`config.mk`:
```
export PLATFORM = sky130hd
export DESIGN_NAME = uart_rx_flat
export DESIGN_NICKNAME = d
export VERILOG_FILES = /design/src/rtl/uart_pkg.sv /design/src/rtl/uart_rx_if.sv /design/src/rtl/sync_2ff.sv /design/src/rtl/uart_rx.sv /design/src/flat_wrapper.sv
export SDC_FILE = /design/constraint.sdc
export NUM_CORES = 1
export LEC_CHECK = 0
export CORE_ASPECT_RATIO = 0.7
export CORE_UTILIZATION = 35
export CTS_BUF_LIST = sky130_fd_sc_hd__clkbuf_8
export CTS_CLUSTER_DIAMETER = 60
export DETAILED_ROUTE_END_ITERATION = 6
export PLACE_DENSITY_LB_ADDON = 0.3
export SYNTH_ARGS = -nofsm -noshare
export SYNTH_HDL_FRONTEND = slang
export SYNTH_HIERARCHICAL = 1
export SYNTH_SLANG_ARGS = --single-unit
```
`constraint.sdc`:
```
create_clock -name clk -period 1.6 [get_ports clk]
set_input_delay 0.24 -clock clk [delete_from_list [all_inputs] [get_ports clk]]
set_output_delay 0.24 -clock clk [all_outputs]
set_load 0.02 [all_outputs]
```
`src/rtl/uart_pkg.sv`:
```
// Shared constants and state encoding for the UART receive path.
// baud_gen derives its divisor from the same oversampling constant.
package uart_pkg;

  localparam int DEF_DATA_BITS  = 8;
  localparam int DEF_OVERSAMPLE = 16;
  localparam int DEF_MID_SAMPLE = DEF_OVERSAMPLE / 2 - 1;

  typedef enum logic [1:0] {
    IDLE  = 2'd0,
    START = 2'd1,
    DATA  = 2'd2,
    STOP  = 2'd3
  } rx_state_t;

endpackage

```
`src/rtl/uart_rx_if.sv`:
```
// Received-byte stream from uart_rx to downstream byte consumers.
// The master drives the byte and its strobes; consumers attach as slave.
interface uart_rx_if #(
  parameter int DATA_BITS = 8
);
  logic [DATA_BITS-1:0] data;
  logic                 data_valid;
  logic                 frame_error;
  logic                 busy;

  modport master (
    output data,
    output data_valid,
    output frame_error,
    output busy
  );

  modport slave (
    input data,
    input data_valid,
    input frame_error,
    input busy
  );
endinterface

```
`src/rtl/sync_2ff.sv`:
```
// Generic single-bit two-flop synchronizer with selectable reset level.
module sync_2ff #(
  parameter logic RESET_VAL = 1'b1
) (
  input  logic clk,
  input  logic rst_n,
  input  logic d,
  output logic q
);

  logic meta;

  always_ff @(posedge clk or negedge rst_n) begin
    if (!rst_n) begin
      meta <= RESET_VAL;
      q    <= RESET_VAL;
    end else begin
      meta <= d;
      q    <= meta;
    end
  end

endmodule

```
`src/rtl/uart_rx.sv`:
```
// 8N1 UART receiver driven by a 16x oversampling tick; emits each byte
// with a one-clk valid strobe, or a one-clk framing-error strobe.
//
// state | meaning
// IDLE  | line idle, waiting for rx_s low on a tick
// START | counting to mid start bit to reject glitches
// DATA  | sampling data bits at mid-bit, LSB first
// STOP  | sampling stop bit at mid-bit, then back to IDLE
module uart_rx
  import uart_pkg::*;
#(
  parameter int DATA_BITS  = DEF_DATA_BITS,
  parameter int OVERSAMPLE = DEF_OVERSAMPLE,
  parameter int MID_SAMPLE = DEF_MID_SAMPLE
) (
  input  logic      clk,
  input  logic      rst_n,
  input  logic      tick,
  input  logic      rx,
  uart_rx_if.master bus
);

  localparam int TICK_W = $clog2(OVERSAMPLE);
  localparam logic [TICK_W-1:0] TICK_MID  = TICK_W'(MID_SAMPLE);
  localparam logic [TICK_W-1:0] TICK_LAST = TICK_W'(OVERSAMPLE - 1);
  localparam logic [2:0]        BIT_LAST  = 3'(DATA_BITS - 1);

  logic rx_s;

  rx_state_t             state_q, state_d;
  logic [TICK_W-1:0]     tick_cnt_q, tick_cnt_d;
  logic [2:0]            bit_cnt_q, bit_cnt_d;
  logic [DATA_BITS-1:0]  shift_q, shift_d;
  logic [DATA_BITS-1:0]  data_q, data_d;
  logic                  valid_q, valid_d;
  logic                  ferr_q, ferr_d;

  sync_2ff #(
    .RESET_VAL(1'b1)
  ) u_sync (
    .clk  (clk),
    .rst_n(rst_n),
    .d    (rx),
    .q    (rx_s)
  );

  always_ff @(posedge clk or negedge rst_n) begin
    if (!rst_n) begin
      state_q    <= IDLE;
      tick_cnt_q <= '0;
      bit_cnt_q  <= '0;
      shift_q    <= '0;
      data_q     <= '0;
      valid_q    <= 1'b0;
      ferr_q     <= 1'b0;
    end else begin
      state_q    <= state_d;
      tick_cnt_q <= tick_cnt_d;
      bit_cnt_q  <= bit_cnt_d;
      shift_q    <= shift_d;
      data_q     <= data_d;
      valid_q    <= valid_d;
      ferr_q     <= ferr_d;
    end
  end

  always_comb begin
    state_d    = state_q;
    tick_cnt_d = tick_cnt_q;
    bit_cnt_d  = bit_cnt_q;
    shift_d    = shift_q;
    data_d     = data_q;
    valid_d    = 1'b0;
    ferr_d     = 1'b0;

    if (tick) begin
      case (state_q)
        IDLE: begin
          if (!rx_s) begin
            state_d    = START;
            tick_cnt_d = '0;
          end
        end

        START: begin
          if (tick_cnt_q == TICK_MID) begin
            tick_cnt_d = '0;
            bit_cnt_d  = '0;
            state_d    = rx_s ? IDLE : DATA;
          end else begin
            tick_cnt_d = tick_cnt_q + 1'b1;
          end
        end

        DATA: begin
          if (tick_cnt_q == TICK_LAST) begin
            // Frame is LSB first, so shifting in at the MSB leaves bit 0 at the bottom.
            shift_d    = {rx_s, shift_q[DATA_BITS-1:1]};
            tick_cnt_d = '0;
            if (bit_cnt_q == BIT_LAST) begin
              state_d = STOP;
            end else begin
              bit_cnt_d = bit_cnt_q + 1'b1;
            end
          end else begin
            tick_cnt_d = tick_cnt_q + 1'b1;
          end
        end

        STOP: begin
          if (tick_cnt_q == TICK_LAST) begin
            // Leaving at mid-stop gives half a bit of slack for a back-to-back start.
            tick_cnt_d = '0;
            state_d    = IDLE;
            if (rx_s) begin
              data_d  = shift_q;
              valid_d = 1'b1;
            end else begin
              ferr_d = 1'b1;
            end
          end else begin
            tick_cnt_d = tick_cnt_q + 1'b1;
          end
        end

        default: begin
          state_d    = IDLE;
          tick_cnt_d = '0;
        end
      endcase
    end
  end

  assign bus.data        = data_q;
  assign bus.data_valid  = valid_q;
  assign bus.frame_error = ferr_q;
  assign bus.busy        = (state_q != IDLE);

endmodule

```
`src/flat_wrapper.sv`:
```
// flat-port wrapper written by rule: the top's interface ports become plain ports
module uart_rx_flat import uart_pkg::*;
#(
  parameter int DATA_BITS  = DEF_DATA_BITS,
  parameter int OVERSAMPLE = DEF_OVERSAMPLE,
  parameter int MID_SAMPLE = DEF_MID_SAMPLE
)
  (clk, rst_n, tick, rx, bus_data, bus_data_valid, bus_frame_error, bus_busy);
  uart_rx_if #(.DATA_BITS(DATA_BITS)) bus_i ();
  input  logic clk;
  input  logic rst_n;
  input  logic tick;
  input  logic rx;
  output wire logic [$bits(bus_i.data)-1:0] bus_data;
  output wire logic [$bits(bus_i.data_valid)-1:0] bus_data_valid;
  output wire logic [$bits(bus_i.frame_error)-1:0] bus_frame_error;
  output wire logic [$bits(bus_i.busy)-1:0] bus_busy;
  assign bus_data = bus_i.data;
  assign bus_data_valid = bus_i.data_valid;
  assign bus_frame_error = bus_i.frame_error;
  assign bus_busy = bus_i.busy;
  uart_rx #(.DATA_BITS(DATA_BITS), .OVERSAMPLE(OVERSAMPLE), .MID_SAMPLE(MID_SAMPLE)) u_core (.clk(clk), .rst_n(rst_n), .tick(tick), .rx(rx), .bus(bus_i));
endmodule
```
Figure 1. Signal wires on met2.
The bar under the picture is 20 µm long.
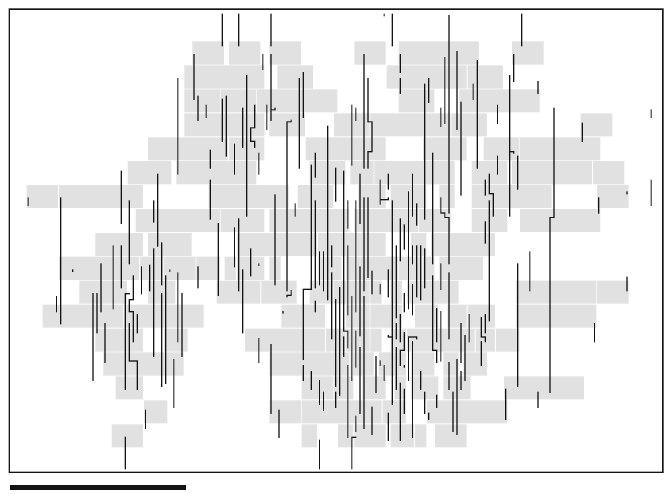
share of all routed wire: 45%
nets with wire on the layer: 113
main direction: vertical

Figure 2. Sizing map.
The bar under the picture is 20 µm long.
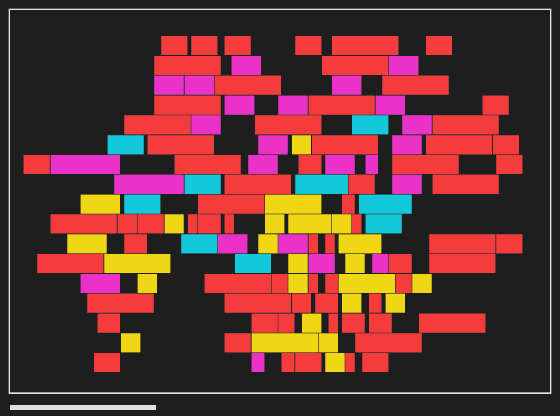
legend:
  yellow:
    size: drive 3 to 4
    cells: 24
    share: 19%
  magenta:
    size: drive 2
    cells: 24
    share: 19%
  red:
    size: drive 1 or less
    cells: 69
    share: 55%
  cyan:
    size: drive 6 and up
    cells: 9
    share: 7.1%

Figure 3. Congestion heat map.
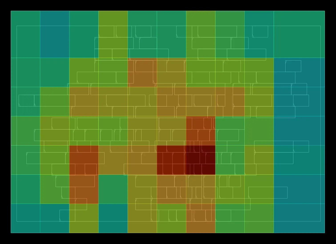
met1 usage: 19.6%
met2 usage: 20.6%
met3 Usage GRT: 7.69%
busiest grt layer: met2

Figure 4. Wiring by layer.
Two of the layers only.
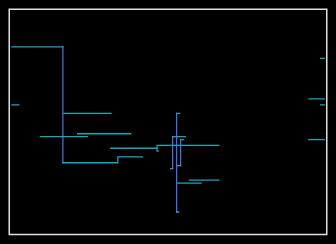
legend:
  blue:
    layer: met4
    wire_length: 63.9 µm
  cyan:
    layer: met3
    wire_length: 122 µm

==> metrics.csv <==
metric,value,unit
crit start category,flop,
area grow syn2layout,37.7,%
CP max stage cell,dfrtp_1,
Int Pwr,1.54,mW
Worst Tran Pin Value,0.466,ns
Comb pwr share,30.1,%
metal2 WL,1100,µm
cell family with most CP delay,flip-flops,
most frequent cells in the layout,"27 x dfrtp_1, 17 x mux2_2, 16 x buf_4",
sequential cell count,29,
status,"finished, final reports clean",
fp util,38.4,%
final slew viol count,0,
combinational power,0.676,mW
largest class,flip-flops and latches,
cells on worst reg2reg path,5,
H-tree Lvls,2,
fmax,0.636,GHz
setup TNS,0,ns
Cell area leaders,"dfrtp_1 53%, mux2_2 17%, dfstp_2 4.1%, ha_1 2.9%, nor3_4 2.6%",
Seq. pwr,0.918,mW
first-pass GRT wire length,4050,µm
DP Area,1600,µm²
clk_lat worst skew,0.27,ns
total power,2.25,mW
dpl cells,162,
Post-synth top flop,dfrtp_1,
ys flops,29,
r2r startpoint,u_core/bit_cnt_q[0],
Tap Cells,47,
initial antenna violation count,0,
Final #Nets,132,
Die Height,52.5,µm
"CTS clk-pin slew, worst paths",0.06,ns
total global routing overflow,0,
CP arrival,1.73,ns
Filler cells,283,
ClkCell Share,5.77,%
M1 WL,1160,µm
YS warnings,6,
DR iter-0 viols,53,
Top-area cell share,53.0,%
PortBufs,14,
Final Hold Viols,0,
worst vdd ir,0.000522,V
MUX share of area,18.4,%
AO/OA Area Share,9.03,%
Post-Layout Cell Count,173,
CP Class,flop to flop,
routed len/inst,14.1,µm
Worst EP required,1.76,ns
root buf cell,clkbuf_8,
P_clk,0.653,mW
CP Depth,5,
Hold Crit Class,input port to asynchronous set/reset pin,
share of layout cells above drive strength 1,45.2,%
end of the critical path,u_core/bit_cnt_q[2],
# hold bufs at CTS,0,
max incr delay on CP,0.39,ns
"Seq share, synth",57.1,%
DRT antenna net count,0,
Power is estimated from default activity; no workload was simulated.
